--- src/rtl/scr_arbiter_pkg.sv ---
// Shared types and widths for the scratch-RAM arbiter.
// Optional conflict statistics are enabled with the SCR_ARB_STATS_EN macro.
package scr_pkg;

  localparam int SCR_AW = 8;
  localparam int SCR_DW = 10;
  localparam int CNT_W  = 4;
  localparam int STAT_W = 16;

  typedef enum logic {
    ARB,
    LOCK
  } arb_state_t;

  typedef struct packed {
    logic              we;
    logic [SCR_AW-1:0] addr;
    logic [SCR_DW-1:0] wdata;
  } scr_req_t;

  // MAX_WAIT / MAX_LOCK are limited to 1..15, so they fit the 4-bit counters.
  function automatic logic [CNT_W-1:0] to_cnt(input int v);
    return CNT_W'(v);
  endfunction

endpackage

--- src/rtl/scr_arbiter_if.sv ---
// One requester port of the scratch-RAM arbiter (request, grant, read return).
// The requester drives the master side; the arbiter uses the slave side.
interface scr_arbiter_if;
  import scr_pkg::*;

  logic              req;
  logic              we;
  logic              lock;
  logic [SCR_AW-1:0] addr;
  logic [SCR_DW-1:0] wdata;
  logic              gnt;
  logic [SCR_DW-1:0] rdata;
  logic              rvalid;

  modport master (
    output req, we, lock, addr, wdata,
    input  gnt, rdata, rvalid
  );

  modport slave (
    input  req, we, lock, addr, wdata,
    output gnt, rdata, rvalid
  );

endinterface

--- src/rtl/scr_arbiter_rd_capture.sv ---
// Per-port read return: latches RAM data at the end of a granted read cycle and
// raises a one-cycle valid pulse; data holds until the next read.
module scr_rd_capture
  import scr_pkg::*;
(
  input  logic              i_clk,
  input  logic              i_rst_n,
  input  logic              i_cap,
  input  logic [SCR_DW-1:0] i_din,
  output logic [SCR_DW-1:0] o_rdata,
  output logic              o_rvalid
);

  logic [SCR_DW-1:0] r_rdata;
  logic              r_rvalid;

  always_ff @(posedge i_clk or negedge i_rst_n) begin
    if (!i_rst_n) begin
      r_rdata  <= '0;
      r_rvalid <= 1'b0;
    end else begin
      r_rvalid <= i_cap;
      if (i_cap) begin
        r_rdata <= i_din;
      end
    end
  end

  assign o_rdata  = r_rdata;
  assign o_rvalid = r_rvalid;

endmodule

--- src/rtl/scr_arbiter.sv ---
// Two-port arbiter for the single-port scratch RAM: CPU (A) has fixed priority,
// DMA (B) gets a starvation guard and optional locked bursts. Macro: SCR_ARB_STATS_EN.
module scr_arbiter
  import scr_pkg::*;
#(
  parameter int MAX_WAIT = 4,
  parameter int MAX_LOCK = 8
)
(
  input  logic              CLK,
  input  logic              RST_N,
  scr_arbiter_if.slave      a_port,
  scr_arbiter_if.slave      b_port,
  output logic [SCR_AW-1:0] SCR_ADDR,
  output logic              SCR_WE,
  output logic [SCR_DW-1:0] SCR_DIN,
  input  logic [SCR_DW-1:0] SCR_DOUT
`ifdef SCR_ARB_STATS_EN
  ,
  input  logic              STATS_CLR,
  output logic [STAT_W-1:0] CONFLICT_CNT
`endif
);

  localparam logic [CNT_W-1:0] L_MAX_WAIT = to_cnt(MAX_WAIT);
  localparam logic [CNT_W-1:0] L_MAX_LOCK = to_cnt(MAX_LOCK);
  localparam logic [CNT_W-1:0] L_ONE      = to_cnt(1);

  arb_state_t       r_state;
  arb_state_t       w_state_next;
  logic [CNT_W-1:0] r_starve_cnt;
  logic [CNT_W-1:0] w_starve_next;
  logic [CNT_W-1:0] w_starve_eff;
  logic [CNT_W-1:0] r_lock_cnt;
  logic [CNT_W-1:0] w_lock_next;
  logic             w_arb_en;
  logic             w_gnt_a;
  logic             w_gnt_b;

  scr_req_t w_req_a;
  scr_req_t w_req_b;
  scr_req_t w_sel;

  logic w_unused_a_lock;
  assign w_unused_a_lock = a_port.lock;

  always_ff @(posedge CLK or negedge RST_N) begin
    if (!RST_N) begin
      r_state      <= ARB;
      r_starve_cnt <= '0;
      r_lock_cnt   <= '0;
    end else begin
      r_state      <= w_state_next;
      r_starve_cnt <= w_starve_next;
      r_lock_cnt   <= w_lock_next;
    end
  end

  always_comb begin
    w_state_next  = r_state;
    w_starve_next = r_starve_cnt;
    w_starve_eff  = r_starve_cnt;
    w_lock_next   = r_lock_cnt;
    w_arb_en      = 1'b1;
    w_gnt_a       = 1'b0;
    w_gnt_b       = 1'b0;

    if (r_state == LOCK) begin
      if (b_port.req && b_port.lock && (r_lock_cnt < L_MAX_LOCK)) begin
        w_gnt_b     = 1'b1;
        w_lock_next = r_lock_cnt + L_ONE;
        w_arb_en    = 1'b0;
      end else begin
        // Leaving a lock clears the wait count so A wins the next contention.
        w_state_next  = ARB;
        w_lock_next   = '0;
        w_starve_eff  = '0;
        w_starve_next = '0;
      end
    end

    if (w_arb_en) begin
      if (a_port.req && !b_port.req) begin
        w_gnt_a = 1'b1;
      end else if (!a_port.req && b_port.req) begin
        w_gnt_b       = 1'b1;
        w_starve_next = '0;
      end else if (a_port.req && b_port.req) begin
        if (w_starve_eff < L_MAX_WAIT) begin
          w_gnt_a       = 1'b1;
          w_starve_next = w_starve_eff + L_ONE;
        end else begin
          w_gnt_b       = 1'b1;
          w_starve_next = '0;
        end
      end
      if (w_gnt_b && b_port.lock) begin
        w_state_next = LOCK;
        w_lock_next  = L_ONE;
      end
    end

    // Grants are combinational, so they must be masked while reset is held.
    if (!RST_N) begin
      w_gnt_a = 1'b0;
      w_gnt_b = 1'b0;
    end
  end

  assign w_req_a = '{we: a_port.we, addr: a_port.addr, wdata: a_port.wdata};
  assign w_req_b = '{we: b_port.we, addr: b_port.addr, wdata: b_port.wdata};

  always_comb begin
    w_sel = '0;
    if (w_gnt_a) begin
      w_sel = w_req_a;
    end else if (w_gnt_b) begin
      w_sel = w_req_b;
    end
  end

  assign SCR_WE   = w_sel.we;
  assign SCR_ADDR = w_sel.addr;
  assign SCR_DIN  = w_sel.wdata;

  assign a_port.gnt = w_gnt_a;
  assign b_port.gnt = w_gnt_b;

  scr_rd_capture u_rd_a (
    .i_clk    (CLK),
    .i_rst_n  (RST_N),
    .i_cap    (w_gnt_a & ~a_port.we),
    .i_din    (SCR_DOUT),
    .o_rdata  (a_port.rdata),
    .o_rvalid (a_port.rvalid)
  );

  scr_rd_capture u_rd_b (
    .i_clk    (CLK),
    .i_rst_n  (RST_N),
    .i_cap    (w_gnt_b & ~b_port.we),
    .i_din    (SCR_DOUT),
    .o_rdata  (b_port.rdata),
    .o_rvalid (b_port.rvalid)
  );

`ifdef SCR_ARB_STATS_EN
  logic [STAT_W-1:0] r_conflict_cnt;
  logic              w_conflict;

  assign w_conflict = a_port.req & b_port.req & (w_gnt_a ^ w_gnt_b);

  always_ff @(posedge CLK or negedge RST_N) begin
    if (!RST_N) begin
      r_conflict_cnt <= '0;
    end else if (STATS_CLR) begin
      r_conflict_cnt <= '0;
    end else if (w_conflict && (r_conflict_cnt != {STAT_W{1'b1}})) begin
      r_conflict_cnt <= r_conflict_cnt + STAT_W'(1);
    end
  end

  assign CONFLICT_CNT = r_conflict_cnt;
`endif

endmodule

--- src/flat_wrapper.sv ---
// flat-port wrapper written by rule: the top's interface ports become plain ports
module scr_arbiter_flat import scr_pkg::*;
#(
  parameter int MAX_WAIT = 4,
  parameter int MAX_LOCK = 8
)
  (CLK, RST_N, SCR_ADDR, SCR_WE, SCR_DIN, SCR_DOUT, a_port_req, a_port_we, a_port_lock, a_port_addr, a_port_wdata, a_port_gnt, a_port_rdata, a_port_rvalid, b_port_req, b_port_we, b_port_lock, b_port_addr, b_port_wdata, b_port_gnt, b_port_rdata, b_port_rvalid);
  scr_arbiter_if a_port_i ();
  scr_arbiter_if b_port_i ();
  input  logic CLK;
  input  logic RST_N;
  output logic [SCR_AW-1:0] SCR_ADDR;
  output logic SCR_WE;
  output logic [SCR_DW-1:0] SCR_DIN;
  input  logic [SCR_DW-1:0] SCR_DOUT;
  input wire logic [$bits(a_port_i.req)-1:0] a_port_req;
  input wire logic [$bits(a_port_i.we)-1:0] a_port_we;
  input wire logic [$bits(a_port_i.lock)-1:0] a_port_lock;
  input wire logic [$bits(a_port_i.addr)-1:0] a_port_addr;
  input wire logic [$bits(a_port_i.wdata)-1:0] a_port_wdata;
  output wire logic [$bits(a_port_i.gnt)-1:0] a_port_gnt;
  output wire logic [$bits(a_port_i.rdata)-1:0] a_port_rdata;
  output wire logic [$bits(a_port_i.rvalid)-1:0] a_port_rvalid;
  input wire logic [$bits(b_port_i.req)-1:0] b_port_req;
  input wire logic [$bits(b_port_i.we)-1:0] b_port_we;
  input wire logic [$bits(b_port_i.lock)-1:0] b_port_lock;
  input wire logic [$bits(b_port_i.addr)-1:0] b_port_addr;
  input wire logic [$bits(b_port_i.wdata)-1:0] b_port_wdata;
  output wire logic [$bits(b_port_i.gnt)-1:0] b_port_gnt;
  output wire logic [$bits(b_port_i.rdata)-1:0] b_port_rdata;
  output wire logic [$bits(b_port_i.rvalid)-1:0] b_port_rvalid;
  assign a_port_i.req = a_port_req;
  assign a_port_i.we = a_port_we;
  assign a_port_i.lock = a_port_lock;
  assign a_port_i.addr = a_port_addr;
  assign a_port_i.wdata = a_port_wdata;
  assign a_port_gnt = a_port_i.gnt;
  assign a_port_rdata = a_port_i.rdata;
  assign a_port_rvalid = a_port_i.rvalid;
  assign b_port_i.req = b_port_req;
  assign b_port_i.we = b_port_we;
  assign b_port_i.lock = b_port_lock;
  assign b_port_i.addr = b_port_addr;
  assign b_port_i.wdata = b_port_wdata;
  assign b_port_gnt = b_port_i.gnt;
  assign b_port_rdata = b_port_i.rdata;
  assign b_port_rvalid = b_port_i.rvalid;
  scr_arbiter #(.MAX_WAIT(MAX_WAIT), .MAX_LOCK(MAX_LOCK)) u_core (.CLK(CLK), .RST_N(RST_N), .a_port(a_port_i), .b_port(b_port_i), .SCR_ADDR(SCR_ADDR), .SCR_WE(SCR_WE), .SCR_DIN(SCR_DIN), .SCR_DOUT(SCR_DOUT));
endmodule
--- config.mk ---
export PLATFORM = sky130hd
export DESIGN_NAME = scr_arbiter_flat
export DESIGN_NICKNAME = d
export VERILOG_FILES = /design/src/rtl/scr_arbiter_pkg.sv /design/src/rtl/scr_arbiter_if.sv /design/src/rtl/scr_arbiter_rd_capture.sv /design/src/rtl/scr_arbiter.sv /design/src/flat_wrapper.sv
export SDC_FILE = /design/constraint.sdc
export NUM_CORES = 1
export LEC_CHECK = 0
export CORE_MARGIN = 5
export CORE_UTILIZATION = 37
export DETAILED_ROUTE_END_ITERATION = 10
export GPL_ROUTABILITY_DRIVEN = 1
export GPL_TIMING_DRIVEN = 0
export PLACE_DENSITY = 0.86
export SYNTH_ARGS = -nofsm -noshare
export SYNTH_HDL_FRONTEND = slang
export SYNTH_HIERARCHICAL = 1
export SYNTH_SLANG_ARGS = --single-unit
--- constraint.sdc ---
create_clock -name CLK -period 2.25 [get_ports CLK]
set_input_delay 0.45 -clock CLK [delete_from_list [all_inputs] [get_ports CLK]]
set_output_delay 0.45 -clock CLK [all_outputs]
set_load 0.02 [all_outputs]
**Run 1: ports around the boundary**

Drawn at 6 px/um. Pins as bars across the die edge, other pins in grey.
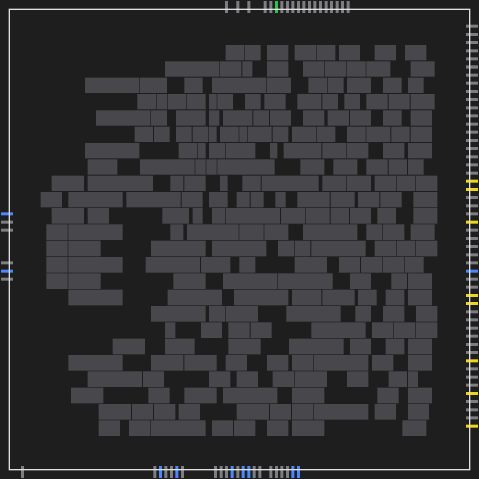
Key: RST_N = green [pins 1, direction input, edge top]; SCR_ADDR = yellow [pins 8, direction output, edge right]; b_port_rdata = blue [pins 10, direction output, edge 7 bottom, 2 left, 1 right]
All pins by edge: 50 right, 22 bottom, 19 top, 6 left.
IO buf count: 95
vertical extent of the die: 76.5 um
die outline width: 76.5 um

**Run 1: signal wires on met3**

Drawn at 6 px/um. Cells faint in the background.
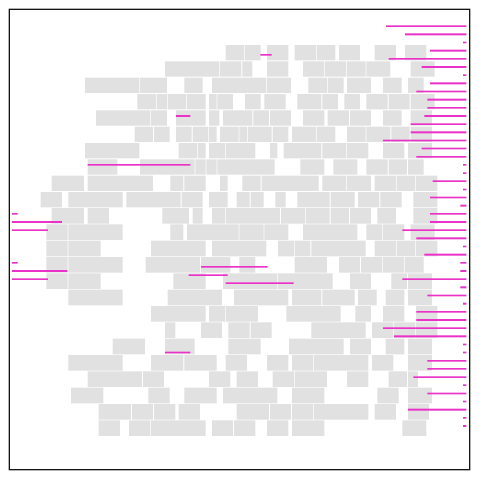
The wires run mostly horizontal. The layer holds 7.2% of the routed length. The longest straight run is 16.8 um. The layer carries 358 um of wire.
via count: 1472
Global Route met3 Usage: 0.0544
wire length reported by the detailed router: 4.95 mm

==> results.cfg, run 1 <==
; implementation run metrics
[drt]
met1_length_mm = 2.01
route.detailed.drc = 0
routed-wl-met2_mm = 2.50
route.detailed.vias_per_inst = 5.09

[worst_setup_path]
critical_path.top_delay_family = buffers and inverters
worst_r2r_startpoint = u_core/r_state
slowest_stage = sky130_fd_sc_hd__and4b_4
worstPathArrival_ns = 1.83
path_buffers = 4

[synthesis]
post_synth_xor_area_fraction = 0
simple_gate_area_frac = 0.0903
yosys-stat-area_um2 = 1640
muxShareOfSynthArea = 0.184
yosysWarnings = 6
enable_flop_cells = 0
synth.logic.top_family = AND-OR/OR-AND gates
synth.top_cells.by_area = sky130_fd_sc_hd__dfrtp_1 47%, sky130_fd_sc_hd__mux2_4 18%, sky130_fd_sc_hd__a22o_1 11%
synth_stat.cells = 118
netlist-cell-type-count = 33
mappedNetlistNets = 174

[cts]
cts_max_level = 2
insertion_delay_ns = 0.29
clkSlewWorstSetupHoldPaths_ns = 0.07
clkSinkCount = 31

[global_route]
grt_max_degree = 34
grt_overflow_total = 0
globalRouteMet1Util = 0.188
grt_most_used_layer = met2
grt_pass1_wl_mm = 7.87

[outcome]
violated_checks = negative setup slack
status = finished, violations left

[final_timing]
finClkSkew_ns = 0.00760
fin_crit_ns = 2.28
rsz0062_at_grt = yes
relative_slew_slack = 0.753
final_critical_path_setup_slack_ns = -0.0272
worst_slew_pin_tran_ns = 0.371
maxClockFrequency_ghz = 0.439
setup_viol = 5

[run]
maxCapViolCount = 0
warning_count = 29

[finish]
fraction_of_layout_instances_using_a_drive_strength_above_1 = 0.354
final_nets = 292

[power]
vdd_drop_max_mv = 0.630
cellPowerDensity_nw_per_um2 = 699

[placed_design]
place_congestion = 0.794
dp_hpwl_mm = 3.41
**Run 1: routing congestion map**

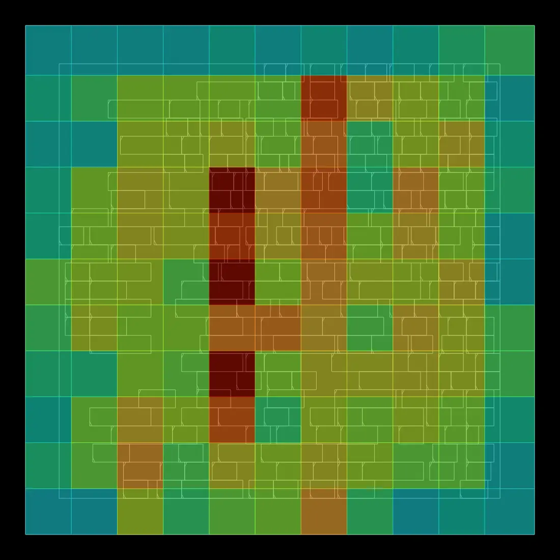
final design utilization: 0.683
Overall Global Routing Usage: 0.168
Global Route met2 Usage: 0.295
average wire length per cell after detail routing: 17.1 um

run 1: repair_timing:
| action | in CTS | in global routing |
|---|---|---|
| setup endpoints to repair | 21 | 19 |
| buffers inserted | 10 | 2 |
| pin swaps | 14 | 6 |
| endpoints found under the hold margin | 0 | 0 |
| gates resized | 135 | 11 |
| gates cloned | 4 | 0 |
run 1: power by group:
| part | internal, W | total (W) | switching, W |
|---|---|---|---|
| Combinational | 0.000463 | 0.000787 | 0.000324 |
| Clock | 0.000329 | 0.000549 | 0.000220 |
| Sequential | 0.000662 | 0.000728 | 0.0000658 |
| Total | 0.00145 | 0.00206 | 0.000610 |
run 1: sequential cells by signal (all words and copies together), names as in the netlist:
register	flops
u_core/u_rd_a/o_rdata	10
u_core/u_rd_a/o_rvalid	1
u_core/r_starve_cnt	4
u_core/r_lock_cnt	4
u_core/r_state	1
u_core/u_rd_b/o_rvalid	1
u_core/u_rd_b/o_rdata	10
run 1: layout by cell type, fill, tap and decap left out, types with 2 or more instances in the layout:
master and instances:
sky130_fd_sc_hd__a22o_1 20, sky130_fd_sc_hd__buf_6 28, sky130_fd_sc_hd__a32o_1 2, sky130_fd_sc_hd__clkdlybuf4s50_1 70, sky130_fd_sc_hd__a311oi_4 2, sky130_fd_sc_hd__nor3b_1 2
sky130_fd_sc_hd__inv_1 2, sky130_fd_sc_hd__buf_4 16, sky130_fd_sc_hd__o21ai_0 3, sky130_fd_sc_hd__mux2_4 20, sky130_fd_sc_hd__ha_1 2, sky130_fd_sc_hd__nand2_1 3
sky130_fd_sc_hd__and2_1 3, sky130_fd_sc_hd__dfrtp_1 31, sky130_fd_sc_hd__clkbuf_8 5
run 1: per-stage QoR:
stage	area [um^2]	worst slack (ns)	total power [W]	instances	hold slack, ns
6_report	2950	-0.0272	0.00206	289	0.0286
5_1_grt	2950	-0.0945	0.00217	289	0.0451
4_1_cts	2910	-0.0340	0.00207	287	0.0397
3_5_place_dp	2650	-0.787	0.00148	265	0.494
3_3_place_gp	2650	-1.69	0.00146	265	0.468
2_1_floorplan	1640	0.319	0.00110	118	0.154
run 1: area by class of cell:
type | count | area, um^2 | area share
well taps | 52 | 65.1 | 0.0220
multi-input cells | 77 | 816 | 0.276
clock inverters | 3 | 43.8 | 0.0148
inverters | 2 | 7.51 | 0.00254
clock buffers | 5 | 68.8 | 0.0233
flip-flops and latches | 31 | 776 | 0.263
plain buffers | 8 | 90.1 | 0.0305
repair buffers | 111 | 1090 | 0.368
run 1: cells by family (layout without fill, tap and decap cells):
family | after synthesis | after routing
AND-OR/OR-AND | 35 | 35
flip-flops | 31 | 31
multiplexers | 20 | 20
AND/OR/NAND/NOR | 20 | 20
buffers and inverters | 10 | 129
adder cells (fa/ha/maj) | 2 | 2
run 1: how the worst min path moves through the flow:
stage | to | cells past startpoint
detailed placement | u_core/u_rd_b/o_rdata[0] | 1
finish | u_core/r_lock_cnt[0] | 1
global route | u_core/r_lock_cnt[0] | 1
global placement | u_core/r_starve_cnt[1] | 1
CTS | u_core/u_rd_a/o_rdata[6] | 1
floorplan | u_core/r_lock_cnt[0] | 0
==> run 2: changes to the inputs <==
Settings changed: CORE_UTILIZATION 37 to 30, PLACE_DENSITY 0.86 to 0.76.
Clock period 2.25 ns to 1.85 ns, I/O delays scaled along.
**Run 2: ports around the boundary**

Drawn at 6 px/um. Pins as bars across the die edge, other pins in grey.
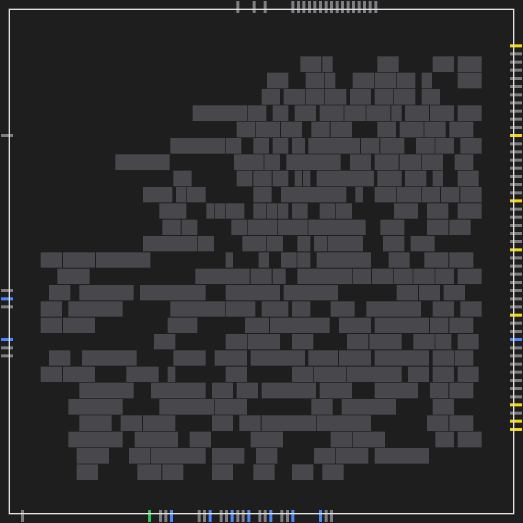
Key: b_port_rdata = blue [pins 10, direction output, edge 7 bottom, 2 left, 1 right]; SCR_ADDR = yellow [pins 8, direction output, edge right]; RST_N = green [pins 1, direction input, edge bottom]
die outline width: 83.8 um
vertical extent of the die: 83.8 um

==> run 2 against run 1 <==
The flow still finishes with violations (negative setup slack). Synthesized cell count did not move. Clock-buffer cell count rose by 1. Clock skew fell by 0.0061 ns. Clock power grew 43%. Largest cell class unchanged.
==> results.cfg, run 2 <==
; implementation run metrics
[outcome]
status = finished, violations left
violated_checks = negative setup slack

[run]
maxCapViolCount = 0
warning_count = 30

[synthesis]
post_synth_xor_area_fraction = 0
synth.top_cells.by_area = sky130_fd_sc_hd__dfrtp_1 47%, sky130_fd_sc_hd__mux2_4 18%, sky130_fd_sc_hd__a22o_1 11%
netlist-cell-type-count = 33
yosysWarnings = 6
synth_stat.cells = 118
yosys-stat-area_um2 = 1640
mappedNetlistNets = 174
simple_gate_area_frac = 0.0903
postSynthRegisterBits = 31
muxShareOfSynthArea = 0.184
synth.logic.top_family = AND-OR/OR-AND gates

[final_timing]
relative_slew_slack = 0.738
worst_slew_pin_tran_ns = 0.388
setup_viol = 41
final_critical_path_setup_slack_ns = -0.310
rsz0062_at_grt = yes
finClkSkew_ns = 0.00154
fin_crit_ns = 2.16

[global_route]
grt_pass1_wl_mm = 8.25
number_of_antenna_violations_at_the_first_check_in_global_routing = 0
grt_overflow_total = 0
grt_use_total = 0.149

[placed_design]
dp_hpwl_mm = 3.45
place_congestion = 0.809
portBuffers = 95
post-place-ws_ns = -1.02

[finish]
finish.utilization = 0.590
fraction_of_layout_instances_using_a_drive_strength_above_1 = 0.367
final_nets = 295
mostFrequentLayoutCell = sky130_fd_sc_hd__clkdlybuf4s50_1
most-common-layout-cells = 70 x sky130_fd_sc_hd__clkdlybuf4s50_1, 31 x sky130_fd_sc_hd__dfrtp_1, 29 x sky130_fd_sc_hd__buf_6

[floorplan]
coreArea_um2 = 5200

[cts]
clkSinkCount = 31
insertion_delay_ns = 0.27
clkSlewWorstSetupHoldPaths_ns = 0.06
cts_max_level = 2

[worst_setup_path]
worst_r2r_startpoint = u_core/r_starve_cnt[2]
worstPathArrival_ns = 1.79

[power]
vdd_drop_max_mv = 0.713
cellPowerDensity_nw_per_um2 = 860

[drt]
totalWireLength_mm = 5.19
route.detailed.vias_per_inst = 4.66
num_vias = 1446
route.antenna.remaining_nets = 0
route.detailed.drc = 0
**Run 2: routing congestion map**

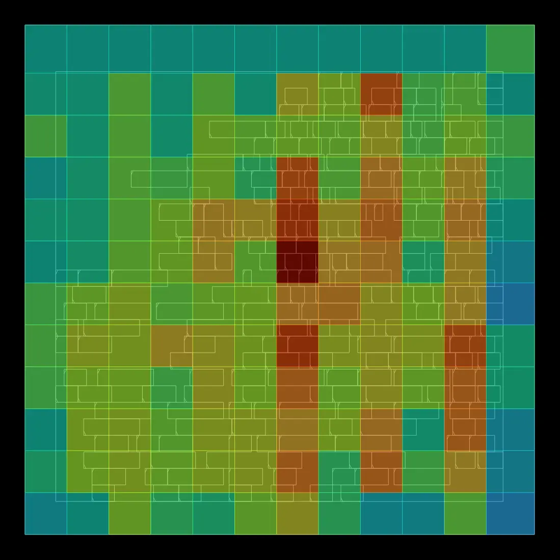
average wire length per cell after detail routing: 16.7 um
Global Route met3 Usage: 0.0543

==> run 2: cell counts after synthesis <==
No cell type changed its count.
==> run 2: metal layers <==
metal | vias up | part of all wire | global-route usage | wire [um]
li1 | 695 | - | - | -
met1 | 686 | 0.41 | 0.176 | 2130
met2 | 63 | 0.51 | 0.254 | 2640
met3 | 2 | 0.075 | 0.0543 | 388
met4 | 0 | 0.0054 | 0.0409 | 28
met5 | - | 0 | 0 | 0
==> run 2: worst max-delay path by stage <==
stage,startpoint,end,slack [ns],cells past startpoint
4_1_cts,u_core/r_state,SCR_ADDR[1],-0.30,7
3_5_place_dp,b_port_req,SCR_ADDR[1],-1.02,7
6_report,u_core/r_starve_cnt[2],SCR_ADDR[2],-0.31,6
5_1_grt,u_core/r_starve_cnt[2],SCR_ADDR[1],-0.39,6
2_1_floorplan,u_core/r_state,u_core/u_rd_a/o_rdata[0],-0.06,7
3_3_place_gp,RST_N,SCR_ADDR[1],-1.96,6
==> run 2: area by class of cell <==
| cell class | instances | area (um^2) | share of cell area |
|---|---|---|---|
| clock inverters | 2 | 60.1 | 0.0196 |
| multi-input cells | 77 | 823 | 0.268 |
| clock buffers | 6 | 72.6 | 0.0236 |
| plain buffers | 7 | 78.8 | 0.0257 |
| inverters | 2 | 7.51 | 0.00244 |
| well taps | 70 | 87.6 | 0.0285 |
| repair buffers | 115 | 1160 | 0.379 |
| flip-flops and latches | 31 | 776 | 0.253 |
==> run 2: power breakdown <==
| group | leakage (nW) | total [W] | switching (W) | internal, W |
|---|---|---|---|---|
| combinational | 0.919 | 0.000966 | 0.000396 | 0.000570 |
| sequential | 0.385 | 0.000890 | 0.0000838 | 0.000806 |
| clock | 0.0654 | 0.000784 | 0.000246 | 0.000538 |
==> run 2: cell families (layout without fill, tap and decap cells) <==
logic type,count (synthesis),count (layout)
AOI/OAI and AO/OA,35,35
DFF,31,31
muxes,20,20
and+or+nand+nor,20,20
buffers and inverters,10,132
adders and majority gates,2,2
==> run 2: through the flow <==
step                instances  area (um^2)  hold WS [ns]  setup TNS (ns)
finish                    310         3070        0.0361           -8.15
global route              310         3070        0.0368          -11.51
CTS                       310         3060        0.0362           -7.51
detailed placement        283         2670         0.466          -31.81
global placement          283         2670         0.468          -76.82
floorplan                 118         1640        0.0744          -0.634
==> run 2: worst max-delay path, stage by stage, from the launching register on <==
cell and delay (ns):
sky130_fd_sc_hd__dfrtp_1 0.43, sky130_fd_sc_hd__or2_4 0.28, sky130_fd_sc_hd__a311oi_4 0.24, sky130_fd_sc_hd__buf_6 0.16, sky130_fd_sc_hd__buf_4 0.13, sky130_fd_sc_hd__a22o_1 0.15
sky130_fd_sc_hd__buf_6 0.11
==> run 2: what timing repair did <==
| item | CTS | global route |
|---|---|---|
| cloned | 6 | 0 |
| endpoints found under the setup margin | 41 | 42 |
| endpoints found under the hold margin | 31 | 0 |
| resized | 150 | 3 |
| hold buffers | 1 | 0 |
| setup buffers | 12 | 2 |
| pin swaps | 13 | 1 |
==> run 3: changes to the inputs <==
Settings changed: ABC_AREA set to 1, SKIP_LAST_GASP set to 1, SLEW_MARGIN set to 20.
**Run 3: metal 2**

Drawn at 6 px/um. Cells faint in the background.
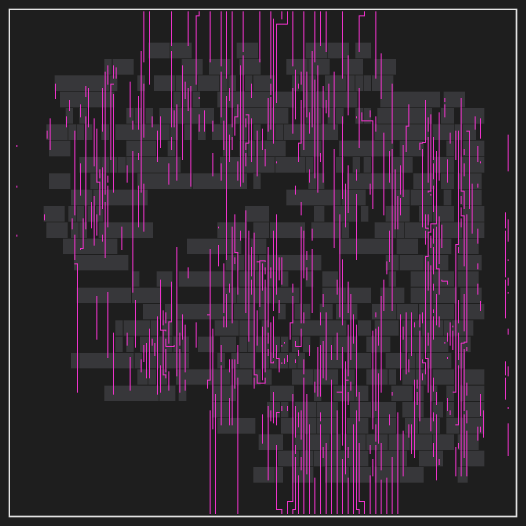
The longest straight run is 27.5 um. The layer holds 53% of the routed length.
Global Route met2 Usage: 0.255
wire length reported by the detailed router: 5.51 mm

==> run 3 against run 2 <==
The flow still finishes with violations (negative setup slack). Die area increased by 1.1%. Final cell count increased by 35%. First-iteration DRC count decreased by 24%. Largest cell class unchanged. Highest routed layer unchanged.
==> results.cfg, run 3 <==
; implementation run metrics
[drt]
wl_met3_um = 434

[final_timing]
worst_slew_pin_tran_ns = 0.560
final_critical_path_setup_slack_ns = -0.220
setup_viol = 21
maxClockFrequency_ghz = 0.483
rsz0062_at_grt = yes

[power]
vdd_drop_max_mv = 0.465

[synthesis]
netlist-cell-type-count = 20
synth.top_cells.by_area = sky130_fd_sc_hd__dfrtp_1 47%, sky130_fd_sc_hd__nand2_1 29%, sky130_fd_sc_hd__nand3_1 6.7%

[placed_design]
portBuffers = 95
place_congestion = 0.861

[cts]
clkSlewWorstSetupHoldPaths_ns = 0.06
clkSinkCount = 31
insertion_delay_ns = 0.27

[outcome]
violated_checks = negative setup slack
status = finished, violations left

[finish]
final_nets = 401
finish.utilization = 0.580

[global_route]
grt_use_total = 0.140
grt_overflow_total = 0

[worst_setup_path]
slowest_stage = sky130_fd_sc_hd__dfrtp_1
worst_r2r_startpoint = u_core/r_lock_cnt[3]
**Run 3: ports around the boundary**

Drawn at 6 px/um. Pins as bars across the die edge, other pins in grey.
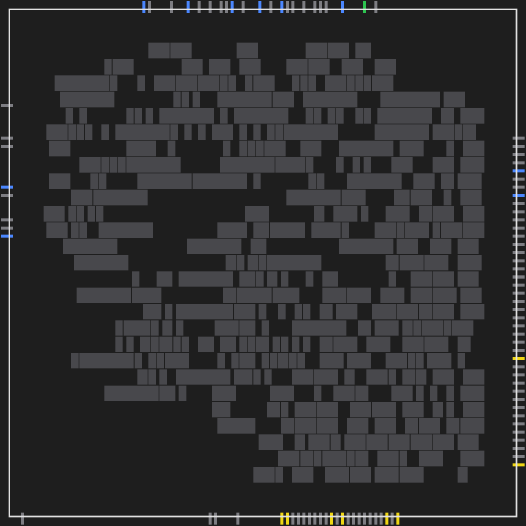
die outline width: 84.3 um
vertical extent of the die: 84.3 um

run 3: netlist changes by cell type after synthesis, moves of 4 or more:
cell                      previous run  this run
sky130_fd_sc_hd__nor2_1              1         5
sky130_fd_sc_hd__a22o_1             20         0
sky130_fd_sc_hd__inv_1               2        11
sky130_fd_sc_hd__nand3_1             1        22
sky130_fd_sc_hd__nand2_1             4       126
sky130_fd_sc_hd__mux2_4             20         0
run 3: how the worst max path moves through the flow:
stage,from,endpoint,cells past startpoint
floorplan,u_core/r_state,SCR_ADDR[0],8
global placement,RST_N,SCR_ADDR[6],7
detailed placement,b_port_req,SCR_DIN[1],11
CTS,u_core/r_state,SCR_ADDR[4],9
global route,u_core/r_lock_cnt[3],SCR_DIN[3],11
finish,u_core/r_lock_cnt[3],SCR_DIN[3],11
run 3: power breakdown:
group | total [W] | internal, W | switching (W)
clock network | 0.000490 | 0.000263 | 0.000227
registers | 0.000831 | 0.000776 | 0.0000551
logic | 0.000800 | 0.000407 | 0.000393
total | 0.00212 | 0.00145 | 0.000675
run 3: logic make-up after synthesis:
group	Yosys count	share of synthesized area
buf+inv	22	0.0824
fa+ha+maj	2	0.0151
xor+xnor	1	0.00529
flops	31	0.469
compound gates	7	0.0242
simple gates	162	0.404
run 3: worst max-delay path: cells and delay by family, from the launching register on:
kind | cells | cell delay [ns]
simple gates | 8 | 0.72
flops | 1 | 0.37
buf+inv | 3 | 0.34
run 3: routing by layer:
metal | vias to the layer above | track usage
met5 | - | 0
met4 | 0 | 0.0395
met3 | 6 | 0.0471
met2 | 69 | 0.255
met1 | 882 | 0.155
li1 | 939 | -
run 3: layout make-up:
cell class,count,area (um^2)
multi-input cells,172,922
repair buffers,113,1150
plain buffers,8,83.8
well taps,72,90.1
clock buffers,7,76.3
clock inverters,1,5.00
inverters,14,52.6
fillers,495,2280
flip-flops and latches,31,777
run 3: what timing repair did:
action,in CTS,in global routing
hold endpoints to repair,0,4
endpoints found under the setup margin,41,41
gates resized,133,56
pin swaps,11,18
hold buffers,0,2
setup buffers,6,5
cloned,2,2
run 3: through the flow:
stage	TNS, ns	setup slack, ns	hold slack, ns	area, um^2	cells
6_report	-3.77	-0.220	0.0543	3160	418
5_1_grt	-6.12	-0.312	0.0495	3160	418
4_1_cts	-3.31	-0.184	0.0277	2890	409
3_5_place_dp	-28.16	-0.977	0.327	2720	393
3_3_place_gp	-69.52	-1.81	0.454	2700	392
2_1_floorplan	0	0.221	0.0744	1660	225

==> gallery <==
Wiring heat map.
panel A
Drawn at 4 px/um. 17 x 17 tiles, from dark blue (low) to red (high), scaled to the fullest tile. Values are wire area over tile area, all layers added.
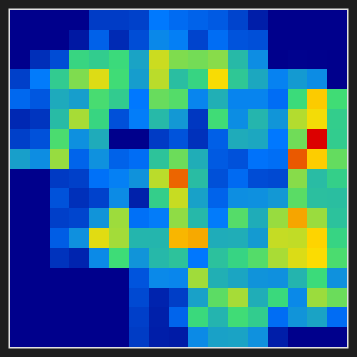
panel B
Drawn at 4 px/um. 17 x 17 tiles, from dark blue (low) to red (high), scaled to the fullest tile. Values are wire area over tile area, all layers added.
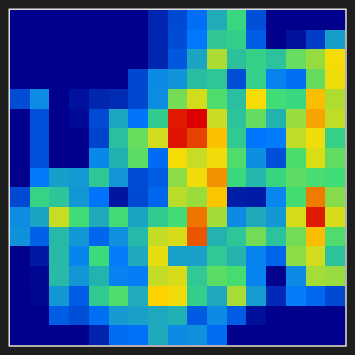
panel C
Drawn at 4 px/um. 15 x 15 tiles, from dark blue (low) to red (high), scaled to the fullest tile. Values are wire area over tile area, all layers added.
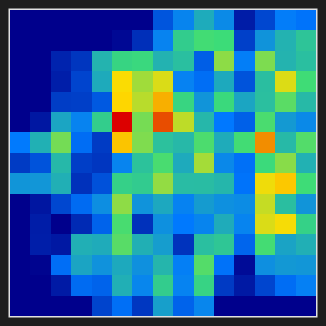
For run 1, see panel C.
For run 2, see panel B.
For run 3, see panel A.
Of these, smallest die: panel C

Key to panel A:
19% of the tiles are over half the peak. The densest ninth of the die: middle right. The mean over all tiles is 0.13.

No activity file was given, so power comes from the tool's default toggle rates.
